File: src/rtl/common_pkg.sv
`default_nettype none
// ============================================================================
//  Module      : common_pkg
//  Description : Shared scalar and register-address types for the core.
//  Revision    : 1.0
// ============================================================================
package common_pkg;

    typedef logic        u1;
    typedef logic [63:0] u64;

    localparam int CREG_AW = 5;
    typedef logic [CREG_AW-1:0] creg_addr_t;

endpackage : common_pkg
`default_nettype wire

File: src/rtl/pipes_pkg.sv
`default_nettype none
// ============================================================================
//  Module      : pipes_pkg
//  Description : Pipeline forwarding constants and scoreboard entry type.
//  Revision    : 1.0
// ============================================================================
package pipes_pkg;
    import common_pkg::*;

    localparam int FWD_SEL_RF = 0;
    localparam int SB_LATW    = 3;

    typedef struct packed {
        u1                  pend;
        logic [SB_LATW-1:0] cnt;
    } scoreboard_entry_t;

endpackage : pipes_pkg
`default_nettype wire

File: src/rtl/fwd_prio_enc.sv
`default_nettype none
// ============================================================================
//  Module      : fwd_prio_enc
//  Description : Youngest-first forwarding match for one source operand.
//  Revision    : 1.0
// ============================================================================
module fwd_prio_enc
    import common_pkg::*;
    import pipes_pkg::*;
#(
    parameter int NSTAGE = 3,
    parameter int AW     = 5,
    parameter int SELW   = $clog2(NSTAGE + 1)
) (
    input  logic [AW-1:0]        src,
    input  logic [NSTAGE-1:0]    stage_valid,
    input  logic [NSTAGE-1:0]    stage_wen,
    input  logic [NSTAGE*AW-1:0] stage_rd,
    input  logic [NSTAGE-1:0]    stage_ready,
    output logic [SELW-1:0]      sel,
    output logic                 hazard
);

    u1 w_found;

    // The first match decides; a not-ready young producer must never be
    // bypassed by an older stage holding a stale value.
    always_comb begin
        w_found = 1'b0;
        sel     = SELW'(FWD_SEL_RF);
        hazard  = 1'b0;
        for (int i = 0; i < NSTAGE; i++) begin
            if (!w_found && stage_valid[i] && stage_wen[i] &&
                (stage_rd[i*AW +: AW] == src) && (src != '0)) begin
                w_found = 1'b1;
                if (stage_ready[i]) begin
                    sel = SELW'(i + 1);
                end else begin
                    hazard = 1'b1;
                end
            end
        end
    end

endmodule : fwd_prio_enc
`default_nettype wire

File: src/rtl/bypass_scoreboard.sv
`default_nettype none
// ============================================================================
//  Module      : bypass_scoreboard
//  Description : Operand bypass selection, multi-cycle scoreboard and stall.
//  Revision    : 1.0
// ============================================================================
module bypass_scoreboard
    import common_pkg::*;
    import pipes_pkg::*;
#(
    parameter int NREG   = 32,
    parameter int AW     = 5,
    parameter int NSRC   = 2,
    parameter int NSTAGE = 3,
    parameter int LATW   = SB_LATW,
    parameter int SELW   = $clog2(NSTAGE + 1)
) (
    input  logic                 clk,
    input  logic                 reset,
    input  logic [NSRC*AW-1:0]   src_addr,
    input  logic [NSTAGE-1:0]    stage_valid,
    input  logic [NSTAGE-1:0]    stage_wen,
    input  logic [NSTAGE*AW-1:0] stage_rd,
    input  logic [NSTAGE-1:0]    stage_ready,
    input  logic                 issue_fire,
    input  logic                 issue_wen,
    input  logic [AW-1:0]        issue_rd,
    input  logic [LATW-1:0]      issue_lat,
    input  logic                 wb_commit,
    input  logic [AW-1:0]        wb_rd,
    input  logic                 flush,
    output logic [NSRC*SELW-1:0] fwd_sel,
    output logic                 stall,
    output logic [NREG-1:0]      pend_vec,
    output logic [63:0]          stall_cycles
);

    scoreboard_entry_t r_sb [NREG];
    u64                r_stall_cycles;

    logic [NSRC-1:0] w_stage_haz;
    logic [NSRC-1:0] w_sb_haz;
    u1               w_issue_eff;

    for (genvar s = 0; s < NSRC; s++) begin : g_src
        logic [AW-1:0] w_src;
        assign w_src = src_addr[s*AW +: AW];

        fwd_prio_enc #(
            .NSTAGE (NSTAGE),
            .AW     (AW),
            .SELW   (SELW)
        ) u_enc (
            .src         (w_src),
            .stage_valid (stage_valid),
            .stage_wen   (stage_wen),
            .stage_rd    (stage_rd),
            .stage_ready (stage_ready),
            .sel         (fwd_sel[s*SELW +: SELW]),
            .hazard      (w_stage_haz[s])
        );

        // A pending register whose countdown has expired sits in a stage
        // and is covered by forwarding.
        assign w_sb_haz[s] = (w_src != '0) && r_sb[w_src].pend &&
                             (r_sb[w_src].cnt != '0);
    end

    assign stall        = (|(w_stage_haz | w_sb_haz)) && !flush;
    assign w_issue_eff  = issue_fire && !stall && !flush;
    assign stall_cycles = r_stall_cycles;

    always_comb begin
        pend_vec = '0;
        for (int r = 1; r < NREG; r++) begin
            pend_vec[r] = r_sb[r].pend;
        end
    end

    always_ff @(posedge clk) begin
        if (reset) begin
            for (int r = 0; r < NREG; r++) begin
                r_sb[r] <= '0;
            end
            r_stall_cycles <= '0;
        end else begin
            if (stall) begin
                r_stall_cycles <= r_stall_cycles + 64'd1;
            end
            if (flush) begin
                for (int r = 0; r < NREG; r++) begin
                    r_sb[r] <= '0;
                end
            end else begin
                for (int r = 0; r < NREG; r++) begin
                    if (r_sb[r].cnt != '0) begin
                        r_sb[r].cnt <= r_sb[r].cnt - SB_LATW'(1);
                    end
                end
                if (wb_commit && (wb_rd != '0)) begin
                    r_sb[wb_rd].pend <= 1'b0;
                end
                // Later assignment lets a same-register issue override the retire.
                if (w_issue_eff && issue_wen && (issue_rd != '0)) begin
                    r_sb[issue_rd].pend <= 1'b1;
                    r_sb[issue_rd].cnt  <= SB_LATW'(issue_lat);
                end
            end
        end
    end

endmodule : bypass_scoreboard
`default_nettype wire
File: config.mk
export PLATFORM = sky130hd
export DESIGN_NAME = bypass_scoreboard
export DESIGN_NICKNAME = d
export VERILOG_FILES = /design/src/rtl/common_pkg.sv /design/src/rtl/pipes_pkg.sv /design/src/rtl/fwd_prio_enc.sv /design/src/rtl/bypass_scoreboard.sv
export SDC_FILE = /design/constraint.sdc
export NUM_CORES = 1
export LEC_CHECK = 0
export ABC_AREA = 1
export CAP_MARGIN = 20
export CORE_MARGIN = 1.5
export CORE_UTILIZATION = 45
export CTS_BUF_LIST = sky130_fd_sc_hd__clkbuf_8
export DETAILED_ROUTE_END_ITERATION = 10
export PLACE_DENSITY = 0.75
export SLEW_MARGIN = 25
export SYNTH_ARGS = -nofsm -noshare
export SYNTH_HDL_FRONTEND = slang
export SYNTH_SLANG_ARGS = --single-unit
File: constraint.sdc
create_clock -name clk -period 2.6 [get_ports clk]
set_input_delay 0.26 -clock clk [delete_from_list [all_inputs] [get_ports clk]]
set_output_delay 0.26 -clock clk [all_outputs]
set_load 0.01 [all_outputs]
Run 1, sequential cells grouped by signal name:
Scale bar: 50 um. Other cells in gray.
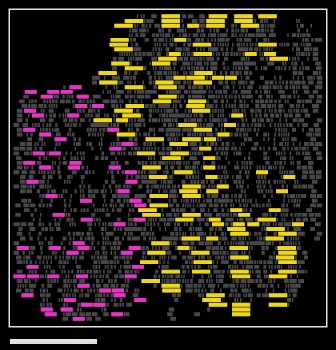
netlist name	color	flops
r_sb	yellow	128
stall_cycles	magenta	64
sequential cell area share: 26.5%
fin util: 57.6%
FF/Latch Area: 4800 um^2
Seq. pwr: 4.15 mW

Run 1, signal wires on met1:
Scale bar: 50 um.
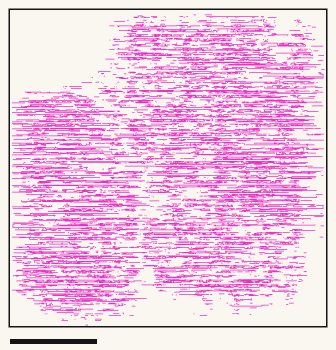
main direction	horizontal
longest straight run	50.6 um
GRT met1 Usage: 36.6%
overall routed net length: 50300 um
DR vias: 15.5k

Run 1, a small window of the routed layout:
Scale bar: 20 um. Region (66, 102) to (116, 152) um. Cells in gray, sequential cells in the stronger gray; small squares are vias.
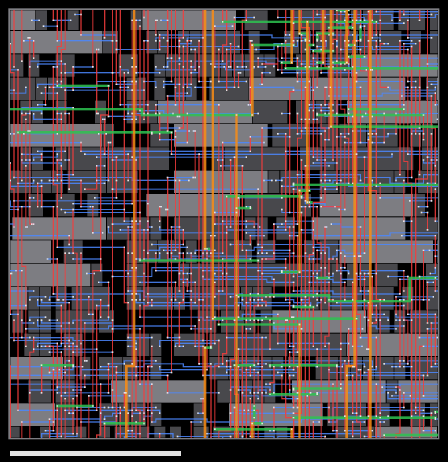
layer	color
metal 4	orange
metal 2	red
metal 1	blue
metal 3	green
sequential cells in the window	25
most frequent	nand2_1 (55), nor2_1 (36), nand4_1 (24)
cells with their middle in the window	236
netlist names of flops here include	r_sb (24), stall_cycles (1)

Run 1, ports around the boundary:
Scale bar: 50 um. Pins as bars across the die edge, other pins in gray.
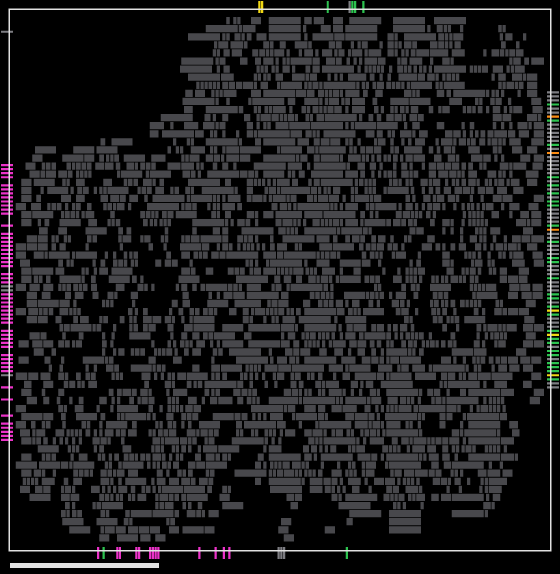
port	color	pins	direction	edge
issue_rd	yellow	5	input	3 right, 2 top
stage_wen	orange	3	input	right
stall_cycles	magenta	64	output	51 left, 13 bottom
pend_vec	green	32	output	26 right, 4 top, 2 bottom
all pins by edge	74 right, 55 left, 18 bottom, 7 top
die width: 182 um
die height: 182 um

==> run notes, run 1 <==
run results: CTS tree yes, area delta synth->final 26.1%, Comb gate area 8500 um^2, grt ovf 0, Rows 65, max-slew violation count 0, Root Buffer clkbuf_8, Final Hold Vio Count 0, Async SR Flop Fraction 0%, final worst path period need 2530 ps, VDD IR max 288 uV, worst hold path type input port to flop, Mapped Area 14400 um^2, slew of the pin with the lowest slew margin 763 ps, crit path DRT 2850 ps, dpl cells 2727, Final Setup Violations 0, Chip Area, Yosys 14400 um^2, Port-buffer cells 152, Max-Slew Margin vs Limit 49.1%, core area 31500 um^2, Post-synth seq share 33.4%, layout cell share with drive strength beyond 1 14.4%, dominant logic cell type in the layout nand2_1, Nets 2480, Latency at later pin 500 ps, CTS Sinks 192, Peak Freq 0.395 GHz, CP Buf/Inv Count 4, total CTS buffers 17, Post-Route Setup TNS 0 ps, number of global-route vias before repair 14.8k, drc violations 0, Worst-path clk slew 110 ps, RSZ-0062 raised after global routing true, synthesis-stage register bit count 192, Main area contributors edfxtp_1 20%, nand2_1 16%, dfxtp_1 13%, worst clock skew 28.9 ps, Simple-Gate Area Share 39.9%, # Cells Yosys 2138, Synth area leader edfxtp_1, first-pass GRT wire length 77400 um, GR Util met3 4.79%, final non-filler cell total 2778, Post-Synthesis Net Count 2256, CTS H-Tree Depth 4, startpoint types flop, antenna violations before repair 1, global-route usage over all layers 29.9%, CP max-delay cell edfxtp_1, pin count of the biggest net entering global routing 125, Mean Syn Cell Area 6.72 um^2, chip area 33000 um^2, number of enable flip-flop cells 96, post-synthesis xor/xnor area fraction 5.06%, Top-Level Pins 154, period utilization 97.3%, static leakage 7.83 nW, PnR worst setup slack 69.4 ps, cell family with most CP delay simple AND/OR/NAND/NOR gates, post-placement setup slack -655 ps, Area after DPL 17000 um^2, GR peak layer met2, clk buf depth 2, fill count 2964, crit path max fanout 5, hold-fix buffers at CTS 0, post_cts resized 49, Dominant comb cell simple AND/OR/NAND/NOR gates, Adder Area Share 5.66%, endpoint class of the critical path flop, Complex Gates by Area 5.27%, outcome complete, no violations, Mux cell area share 0.0696%, final instance area 18100 um^2, ANT nets after route 0, most frequent logic cells in the routed design 577 x nand2_1, 254 x nor2_1, 209 x inv_1, PD cells 565 nW/um^2, postcts setup bufs 3, met2 Resource Use GR 50.4%, yosys warns 0, Synth Instances 2138, Max Cap Viol 0, FP Core Util 45.7%, CP Class flop to flop, DP HPWL 37500 um, CP arrival 2780 ps, final weighted congestion in routability-driven placement 1.00, Area leader share 20.1%, vias per cell 5.57, CP peak stage delay 390 ps, initial drt markers 1342, First-pass DRT Iterations 5, Synth cell types 35, Pwr Total 10.2 mW, top_reg_cell synth edfxtp_1, CP Cell Sequence inv_1 > nand3_4 > o211ai_1 > nand3_1 > o211ai_1 > nand2_1 > nand2_2 > nand3_4 > nand2_8 > buf_12 > buf_4 > nand3_1 > buf_6 > nand2_1 > nand2_1, hold_ws 304 ps, OpenROAD warning count 46, Wirelength per Cell 18.1 um, most common cell type on the critical path nand2_1
-- run 1: final cells by class --
cell class | count | area share [%]
tap | 402 | 2.77
sequential | 192 | 26.5
timing repair buffer | 329 | 16.9
inverter | 227 | 4.72
antenna | 1 | 0.0138
clock buffer | 19 | 1.44
multi-input combinational | 1595 | 46.9
clock inverter | 13 | 0.800
-- run 1: registers in the layout (all words and copies together), names as in the netlist --
signal	count
r_sb	128
stall_cycles	64
-- run 1: cells in the mapped netlist (19+ instances only) --
library cell / n
nand2_1: 594
nor2_1: 265
nand3_1: 238
inv_1: 218
nand4_1: 126
dfxtp_1: 96
edfxtp_1: 96
a21oi_1: 73
ha_1: 65
xor2_1: 59
buf_4: 45
nor3_1: 45
clkbuf_1: 36
buf_2: 26
o211ai_1: 25
xnor2_1: 24
or2_2: 21
o21ai_0: 19
-- run 1: worst paths after layout --
kind	startpoint	endpoint	slack [ps]	cells after the start
max	r_sb[26][1]	r_sb[2][2]	70	15
max reg2reg	r_sb[26][1]	r_sb[2][2]	70	15
min reg2reg	stall_cycles[39]	stall_cycles[39]	490	2
min	reset	r_sb[26][3]	300	5
-- run 1: tightest hold or removal path, stage by stage --
cell and delay (ps):
buf_2 120, nor2_4 70, buf_4 180, nand3_1 90, nand2_1 40
-- run 1: routing by layer --
layer  wire length [um]  vias to the layer above
met5                  0                        -
met4               2530                        0
met3               3790                      147
met2              23600                      715
met1              20300                     7120
li1                   -                     7478
-- run 1: where the power goes --
part	total, mW	switching (mW)	leakage (nW)	internal, mW
combinational	3.98	2.42	5.74	1.56
clock	2.11	1.18	0.214	0.928
sequential	4.15	0.257	1.87	3.89
total	10.2	3.86	7.83	6.38
==> run 1 -> run 2 <==
--- a/config.mk
+++ b/config.mk
@@ -9,7 +9,7 @@
 export CAP_MARGIN = 20
 export CORE_MARGIN = 1.5
 export CORE_UTILIZATION = 45
-export CTS_BUF_LIST = sky130_fd_sc_hd__clkbuf_8
+export CTS_BUF_LIST = sky130_fd_sc_hd__clkbuf_4
 export DETAILED_ROUTE_END_ITERATION = 10
 export PLACE_DENSITY = 0.75
 export SLEW_MARGIN = 25
Run 2, the clock network:
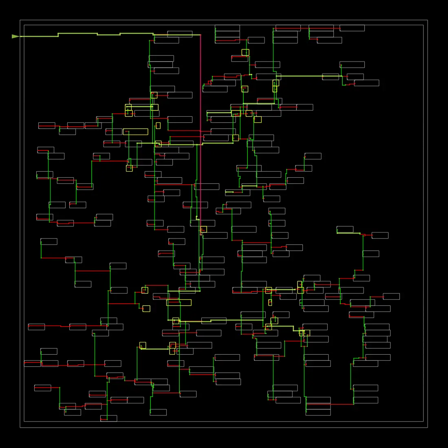
total CTS buffers: 17
flip-flops: 192
worst clock skew: 49.3 ps
Clock group: 1.73 mW
CLK BUF: 17

Run 2, ports around the boundary:
Scale bar: 50 um. Pins as bars across the die edge, other pins in gray.
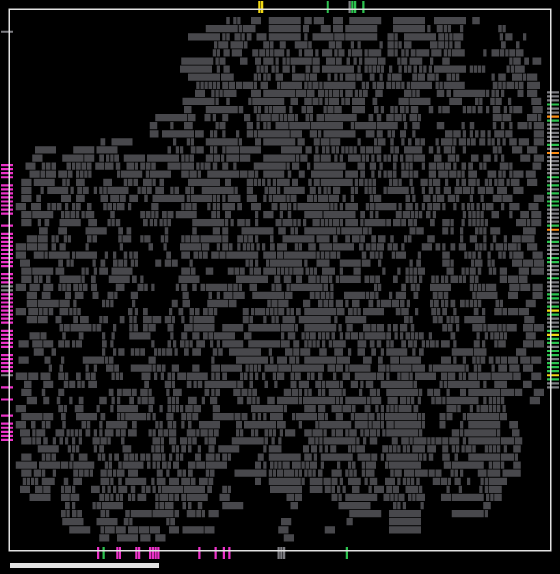
port	color	pins	direction	edge
stall_cycles	magenta	64	output	51 left, 13 bottom
issue_rd	yellow	5	input	3 right, 2 top
stage_wen	orange	3	input	right
pend_vec	green	32	output	26 right, 4 top, 2 bottom
all pins by edge	74 right, 55 left, 18 bottom, 7 top
Port-buffer cells: 152

Run 2, sequential cells grouped by signal name:
Scale bar: 50 um. Other cells in gray.
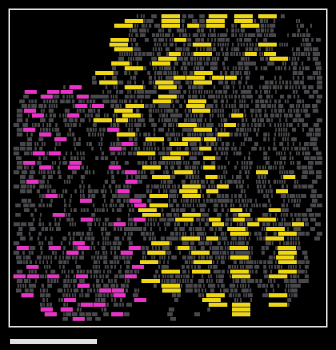
netlist name	color	flops
stall_cycles	magenta	64
r_sb	yellow	128
Seq. pwr: 4.16 mW
sequential cell area share: 26.8%
fin util: 56.9%

==> run 2 against run 1 <==
Net effect:
- critical path depth unchanged
- combinational power up 1%
- synthesized cell count did not move
- area after synthesis unchanged
- hold slack worse by 130 ps
- non-clock buffer count is 6 higher
- die size unchanged
- count of clock-buffer cells in the layout down 2
- first-iteration DRC count rose by 9.1%
- core utilization decreased by 0.73 points
- critical endpoint is now stall
- highest routed layer unchanged
==> run notes, run 2 <==
run results: pin count of the biggest net entering global routing 125 (unchanged), Main area contributors edfxtp_1 20%, nand2_1 16%, dfxtp_1 13%, initial drt markers 1464 (+9.1%), PnR worst setup slack 18.7 ps (-50.7 ps), Area leader share 20.1% (unchanged), antenna violations before repair 2 (+1), chip area 33000 um^2 (unchanged), Mapped Area 14400 um^2 (unchanged), RSZ-0062 raised after global routing true, VDD IR max 277 uV (-3.8%), Reg power frac 42.0% (+1.5 points), Post-synth top cells 594 x nand2_1, 265 x nor2_1, 238 x nand3_1, Adder Area Share 5.66% (unchanged), R2R Setup Slk 110 ps (+40 ps), combinational power share 40.6% (+1.8 points), layout cell share with drive strength beyond 1 14.8% (+0.38 points), Post-Synthesis Net Count 2256 (unchanged), final worst path period need 2580 ps (+50.7 ps), Final Setup Violations 0 (unchanged), CP max-delay cell clkdlybuf4s50_1, Synth Instances 2138 (unchanged), Wirelength per Cell 18.0 um (-0.46%), GRT met1 Usage 36.8% (+0.15 points), most frequent cell after synthesis nand2_1, CP Buf/Inv Count 6 (+2), clock network power share 17.4% (-3.2 points), dpl cells 2727 (unchanged), max-slew violation count 0 (unchanged), Chip Area, Yosys 14400 um^2 (unchanged), Synth cell types 35 (unchanged), ANT nets after route 0 (unchanged), Worst-path clk slew 170 ps (+60 ps), post-synthesis xor/xnor area fraction 5.06% (unchanged), Final Hold Vio Count 0 (unchanged), CTS tree yes, hold_ws 178 ps (-126 ps), hold-fix buffers at CTS 0 (unchanged), Pwr Total 9.91 mW (-3.2%), vias per cell 5.55 (-0.32%), Comb gate area 8440 um^2 (-0.75%), top_reg_cell synth edfxtp_1, synthesis-stage register bit count 192 (unchanged), Mux cell area share 0.0696% (unchanged), final non-filler cell total 2785 (+0.25%), Sw Ratio 38.6% (+0.92 points), post-placement setup slack -655 ps (unchanged), # Cells Yosys 2138 (unchanged), period utilization 99.3% (+1.9 points), dominant logic cell type in the layout nand2_1, CP arrival 2320 ps (-460 ps), crit path DRT 2340 ps (-510 ps), endpoint class of the critical path output pin, fill count 2998 (+1.1%), Complex Gates by Area 5.27% (unchanged), max reg flops 128 (unchanged), PD cells 554 nW/um^2 (-1.9%), Top-Level Pins 154 (unchanged), worst hold path type input port to flop, drc violations 0 (unchanged), GR peak layer met2, most frequent logic cells in the routed design 577 x nand2_1, 258 x nor2_1, 199 x inv_1, FF/Latch Area 4800 um^2 (unchanged), CP peak stage delay 410 ps (+20 ps), CP Cell Sequence clkdlybuf4s50_1 > buf_4 > nor2_4 > inv_2 > nor2_1 > nor2_1 > nand2_1 > inv_2 > o21bai_1 > nand3_1 > nor2_2 > nand3_4 > nand2_8 > inv_4 > buf_6, yosys warns 0 (unchanged), Post-Route Setup TNS 0 ps (unchanged), CP Class input port to output pin, static leakage 7.74 nW (-1.1%), outcome complete, no violations, core area 31500 um^2 (unchanged), first-pass GRT wire length 77300 um (-0.11%), grt ovf 0 (unchanged), Rows 65 (unchanged), Max-Slew Margin vs Limit 48.8% (-0.39 points), NetSw 3.83 mW (-0.78%), OpenROAD warning count 46 (unchanged), global-route usage over all layers 29.9% (unchanged), Simple-Gate Area Share 39.9% (unchanged), Area after DPL 17000 um^2 (unchanged), Max Cap Viol 0 (unchanged), GR Util met3 4.71% (-0.080 points), die width 182 um (unchanged), DR vias 15.4k (-0.071%), Async SR Flop Fraction 0% (unchanged), crit path max fanout 7 (+2), Mean Syn Cell Area 6.72 um^2 (unchanged), Latency at later pin 620 ps (+120 ps), number of global-route vias before repair 14.8k (-0.094%), FP Core Util 45.7% (unchanged), overall routed net length 50200 um (-0.21%), Nets 2486 (+0.24%), die height 182 um (unchanged), Root Buffer clkbuf_4, slew of the pin with the lowest slew margin 769 ps (+5.79 ps), CTS Sinks 192 (unchanged), Peak Freq 0.387 GHz (-2.0%), final instance area 17900 um^2 (-1.3%), cell family with most CP delay simple AND/OR/NAND/NOR gates, Top reg by flops r_sb, area delta synth->final 24.5%, CTS H-Tree Depth 4 (unchanged), number of enable flip-flop cells 96 (unchanged), Post-synth seq share 33.4% (unchanged), DP HPWL 37500 um (unchanged), First-pass DRT Iterations 7 (+2), met2 Resource Use GR 49.7% (-0.74 points), Int Power 6.09 mW (-4.6%), startpoint types input port
-- run 2: cell counts after synthesis --
No cell type changed its count.
-- run 2: worst min-delay path, delay by kind of cell --
kind / cells / cell delay, ps
and+or+nand+nor: 2 / 120
AOI/OAI and AO/OA: 1 / 80
buffers and inverters: 2 / 300
-- run 2: final cells by class --
cell class                 instances  share of cell area, %
multi-input combinational       1595                   47.1
sequential                       192                   26.8
timing repair buffer             335                   16.8
inverter                         227                   4.78
tap                              402                   2.81
clock inverter                    15                  0.853
clock buffer                      17                  0.713
antenna                            2                 0.0280
-- run 2: repair_timing --
item                       CTS  global route
gates resized               56            70
setup buffers                8            15
setup endpoints to repair   15           262
cloned                       0             1
pin swaps                   14            19
-- run 2: per-layer routing --
metal / routed length [um] / up-vias
met4: 2510 / 0
met2: 23500 / 718
met3: 3690 / 132
met5: 0 / -
met1: 20500 / 7122
li1: - / 7477
-- run 2: path summary, 6_finish.rpt --
check                                  from     endpoint  cells after the start
worst max-delay path            src_addr[5]        stall                     15
worst min-delay path                  reset  r_sb[21][3]                      5
worst max register to register  r_sb[24][2]   r_sb[8][0]                     15
worst min register to register   r_sb[0][3]   r_sb[0][3]                      2
-- run 2: cells by family (layout without fill, tap and decap cells) --
group / count (synthesis) / in the layout
AOI/OAI and AO/OA: 132 / 132
other: 1 / 3
xor gates and xnor gates: 83 / 83
muxes: 1 / 1
DFF: 192 / 192
buffers and inverters: 351 / 594
and+or+nand+nor: 1313 / 1313
adders and majority gates: 65 / 65
-- run 2: power by group through the flow --
stage	Clock [mW]	Combinational (mW)	Sequential, mW
floorplan	0	2.52	4.15
global placement	0	3.41	4.19
detailed placement	0	3.56	4.22
CTS	1.76	3.75	4.16
global route	1.87	4.53	4.23
finish	1.73	4.02	4.16
==> run 2 -> run 3 <==
==> constraint.sdc (replaced) <==
create_clock -name clk -period 3.3 [get_ports clk]
set_input_delay 0.33 -clock clk [delete_from_list [all_inputs] [get_ports clk]]
set_output_delay 0.33 -clock clk [all_outputs]
set_load 0.01 [all_outputs]
Run 3, the clock network:
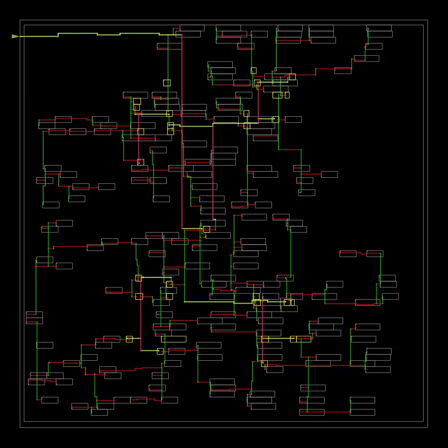
Latency at later pin: 620 ps
CLK BUF: 20
CTS Sinks: 192
worst clock skew: 36.7 ps

Run 3, a small window of the routed layout:
Scale bar: 20 um. Region (66, 102) to (116, 152) um. Cells in gray, sequential cells in the stronger gray; small squares are vias.
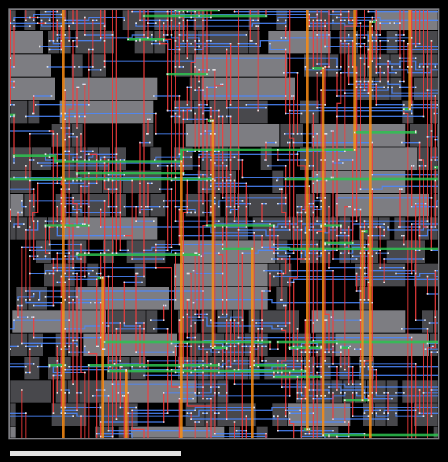
layer	color
metal 2	red
metal 1	blue
metal 3	green
metal 4	orange
cells with their middle in the window	229
netlist names of flops here include	r_sb (23)
most frequent	nand2_1 (54), nor2_1 (35), inv_1 (24)
sequential cells in the window	23

Run 3, signal wires on met1:
Scale bar: 50 um.
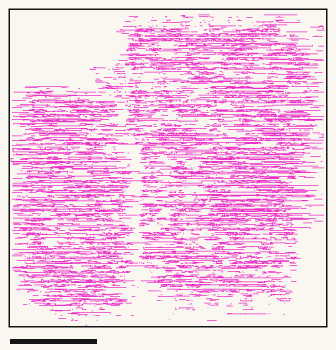
nets with wire on the layer	2220
main direction	horizontal
share of all routed wire	41%
GRT met1 Usage: 37.2%
overall routed net length: 48400 um

==> run 3 against run 2 <==
Net effect:
- critical path type unchanged
- area after synthesis unchanged
- setup slack better by 300 ps
- hold slack gained 160 ps
- sequential share of layout area increased by 1.7 points
- final area fell by 5.9%
- non-clock buffer count is 84 lower
- combinational power decreased by 31%
- power down 26%
- count of clock-buffer cells in the layout rose by 3
- synthesized cell count unchanged
- sequential power is 21% lower
- flip-flop count did not move
- largest power group unchanged
==> run notes, run 3 <==
run results: die height 182 um (unchanged), flip-flops 192 (unchanged), global-route usage over all layers 29.3% (-0.57 points), final weighted congestion in routability-driven placement 1.00, most frequent logic cells in the routed design 594 x nand2_1, 262 x nor2_1, 238 x nand3_1, antenna violations before repair 1 (-1), period utilization 90.4%, total CTS buffers 17 (unchanged), sequential cell area share 28.5% (+1.7 points), FP Core Util 45.7% (unchanged), FF/Latch Area 4800 um^2 (unchanged), Async SR Flop Fraction 0% (unchanged), static leakage 7.17 nW (-7.3%), Register-to-Register Path Depth 9 (-6), Root Buffer clkbuf_4, ANT nets after route 0 (unchanged), outcome complete, no violations, CP Class input port to output pin, crit path max fanout 7 (unchanged), CTS H-Tree Depth 4 (unchanged), Clock Network Area Fraction 1.62% (+0.054 points), # diodes 1 (-1), Final Setup Violations 0 (unchanged), slew of the pin with the lowest slew margin 840 ps (+71.7 ps), final worst path period need 2980 ps, Worst-path clk slew 180 ps (about the same), die width 182 um (unchanged), layout cell share with drive strength beyond 1 7.49% (-7.3 points), postcts setup bufs 0 (-8), Area leader share 20.1% (unchanged), grt ovf 0 (unchanged), Synth Instances 2138 (unchanged), drc violations 0 (unchanged), chip area 33000 um^2 (unchanged), endpoint class of the critical path output pin, DP HPWL 36100 um (-3.7%), bufs w/o clock 251 (-25%), Comb gate area 8080 um^2 (-4.3%), vias per cell 5.55 (about the same), Top-Level Pins 154 (unchanged), startpoint types input port, Chip Area, Yosys 14400 um^2 (unchanged), Rows 65 (unchanged), hold-fix buffers at CTS 0 (unchanged), final non-filler cell total 2700 (-3.1%), clk buf depth 2, NonClk Buf Share 13.8% (-3.0 points), nonclk inv count 227 (unchanged), dominant logic cell type in the layout nand2_1, top_reg_cell synth edfxtp_1, logic share of the area 48.0% (+0.83 points), OpenROAD warning count 41 (-11%), Peak Freq 0.335 GHz, # Cells Yosys 2138 (unchanged), Top reg by flops r_sb, fill count 3086 (+2.9%), Mapped Area 14400 um^2 (unchanged), area delta synth->final 17.2%, core area 31500 um^2 (unchanged), Mean Syn Cell Area 6.72 um^2 (unchanged), CP arrival 2650 ps (+330 ps), First-pass DRT Iterations 5 (-2), worst hold path type input port to flop, hold path depth 5 (unchanged), Combinational Gates 1595 (unchanged), Post-Synthesis Net Count 2256 (unchanged), top cell category combinational gates, Post-synth seq share 33.4% (unchanged), Wirelength per Cell 17.9 um (-0.64%), number of global-route vias before repair 14.3k (-3.4%), Synth area leader edfxtp_1, Port-buffer cells 152 (unchanged), Post-Route Setup TNS 0 ps (unchanged), yosys warns 0 (unchanged), most frequent cell after synthesis nand2_1, number of enable flip-flop cells 96 (unchanged), well-tap cell count 402 (unchanged), dpl cells 2667 (-2.2%), synthesis-stage register bit count 192 (unchanged), PD cells 437 nW/um^2 (-21%), DR vias 15.0k (-3.0%), Nets 2402 (-3.4%), Final Hold Vio Count 0 (unchanged), crit path DRT 2970 ps (+630 ps), max-slew violation count 0 (unchanged), pin count of the biggest net entering global routing 125 (unchanged), CTS tree yes, Synth cell types 35 (unchanged), VDD IR max 237 uV (-14%), initial drt markers 1286 (-12%), max reg flops 128 (unchanged), Main area contributors edfxtp_1 20%, nand2_1 16%, dfxtp_1 13%, first-pass GRT wire length 75900 um (-1.8%), Max Cap Viol 0 (unchanged), Max-Slew Margin vs Limit 43.5% (-5.3 points), RSZ-0062 raised after global routing false, Post-synth top cells 594 x nand2_1, 265 x nor2_1, 238 x nand3_1
[run 3: routing by layer]
metal	up-vias	global-route usage, %	part of all wire (%)
met1	6869	37.2	41
met5	-	0	0
met3	106	4.03	7.8
li1	7314	-	-
met2	699	49.2	46
met4	0	14.1	4.3
[run 3: critical path, cell delays in order]
cell and delay, ps:
clkdlybuf4s50_1 470, buf_4 170, inv_1 120, nand2_1 80, nand3_1 70, nor2_1 170
inv_1 60, nor2_1 100, nand2_1 80, buf_4 130, o21ai_0 270, clkdlybuf4s50_1 600
[run 3: worst paths after layout]
| kind | start | end | slack (ps) |
|---|---|---|---|
| max | src_addr[5] | fwd_sel[3] | 320 |
| min | reset | r_sb[24][3] | 340 |
| max reg2reg | stall_cycles[0] | stall_cycles[58] | 500 |
| min reg2reg | r_sb[0][3] | r_sb[0][3] | 430 |
[run 3: cell families after synthesis]
logic type / Yosys count / share of synthesized area [%]
AOI/OAI and AO/OA: 132 / 5.27
xor gates and xnor gates: 83 / 5.06
adders and majority gates: 65 / 5.66
buffers and inverters: 351 / 10.6
DFF: 192 / 33.4
muxes: 1 / 0.0696
other: 1 / 0.0261
and+or+nand+nor: 1313 / 39.9
[run 3: metrics by stage]
stage               worst slack [ps]  utilization (%)  hold slack, ps  total power, mW  area (um^2)
global route                     168             53.5             316             7.94        16800
floorplan                        914                -             408             5.25        14400
global placement               -44.7             52.6             414             5.93        16500
CTS                             15.5             53.5             271             7.37        16800
detailed placement              -120             52.6             417             6.06        16500
finish                           316             53.5             340             7.36        16800
[run 3: timing repair]
action                     in CTS  in global routing
pin swaps                       1                  0
setup endpoints to repair       1                  1
resized                         4                  6
[run 3: power breakdown]
group | internal (mW) | leakage, nW | switching [mW]
Combinational | 1.02 | 5.14 | 1.75
Clock | 0.445 | 0.157 | 0.878
Sequential | 3.07 | 1.87 | 0.208
No activity file was given, so power comes from the tool's default toggle rates.
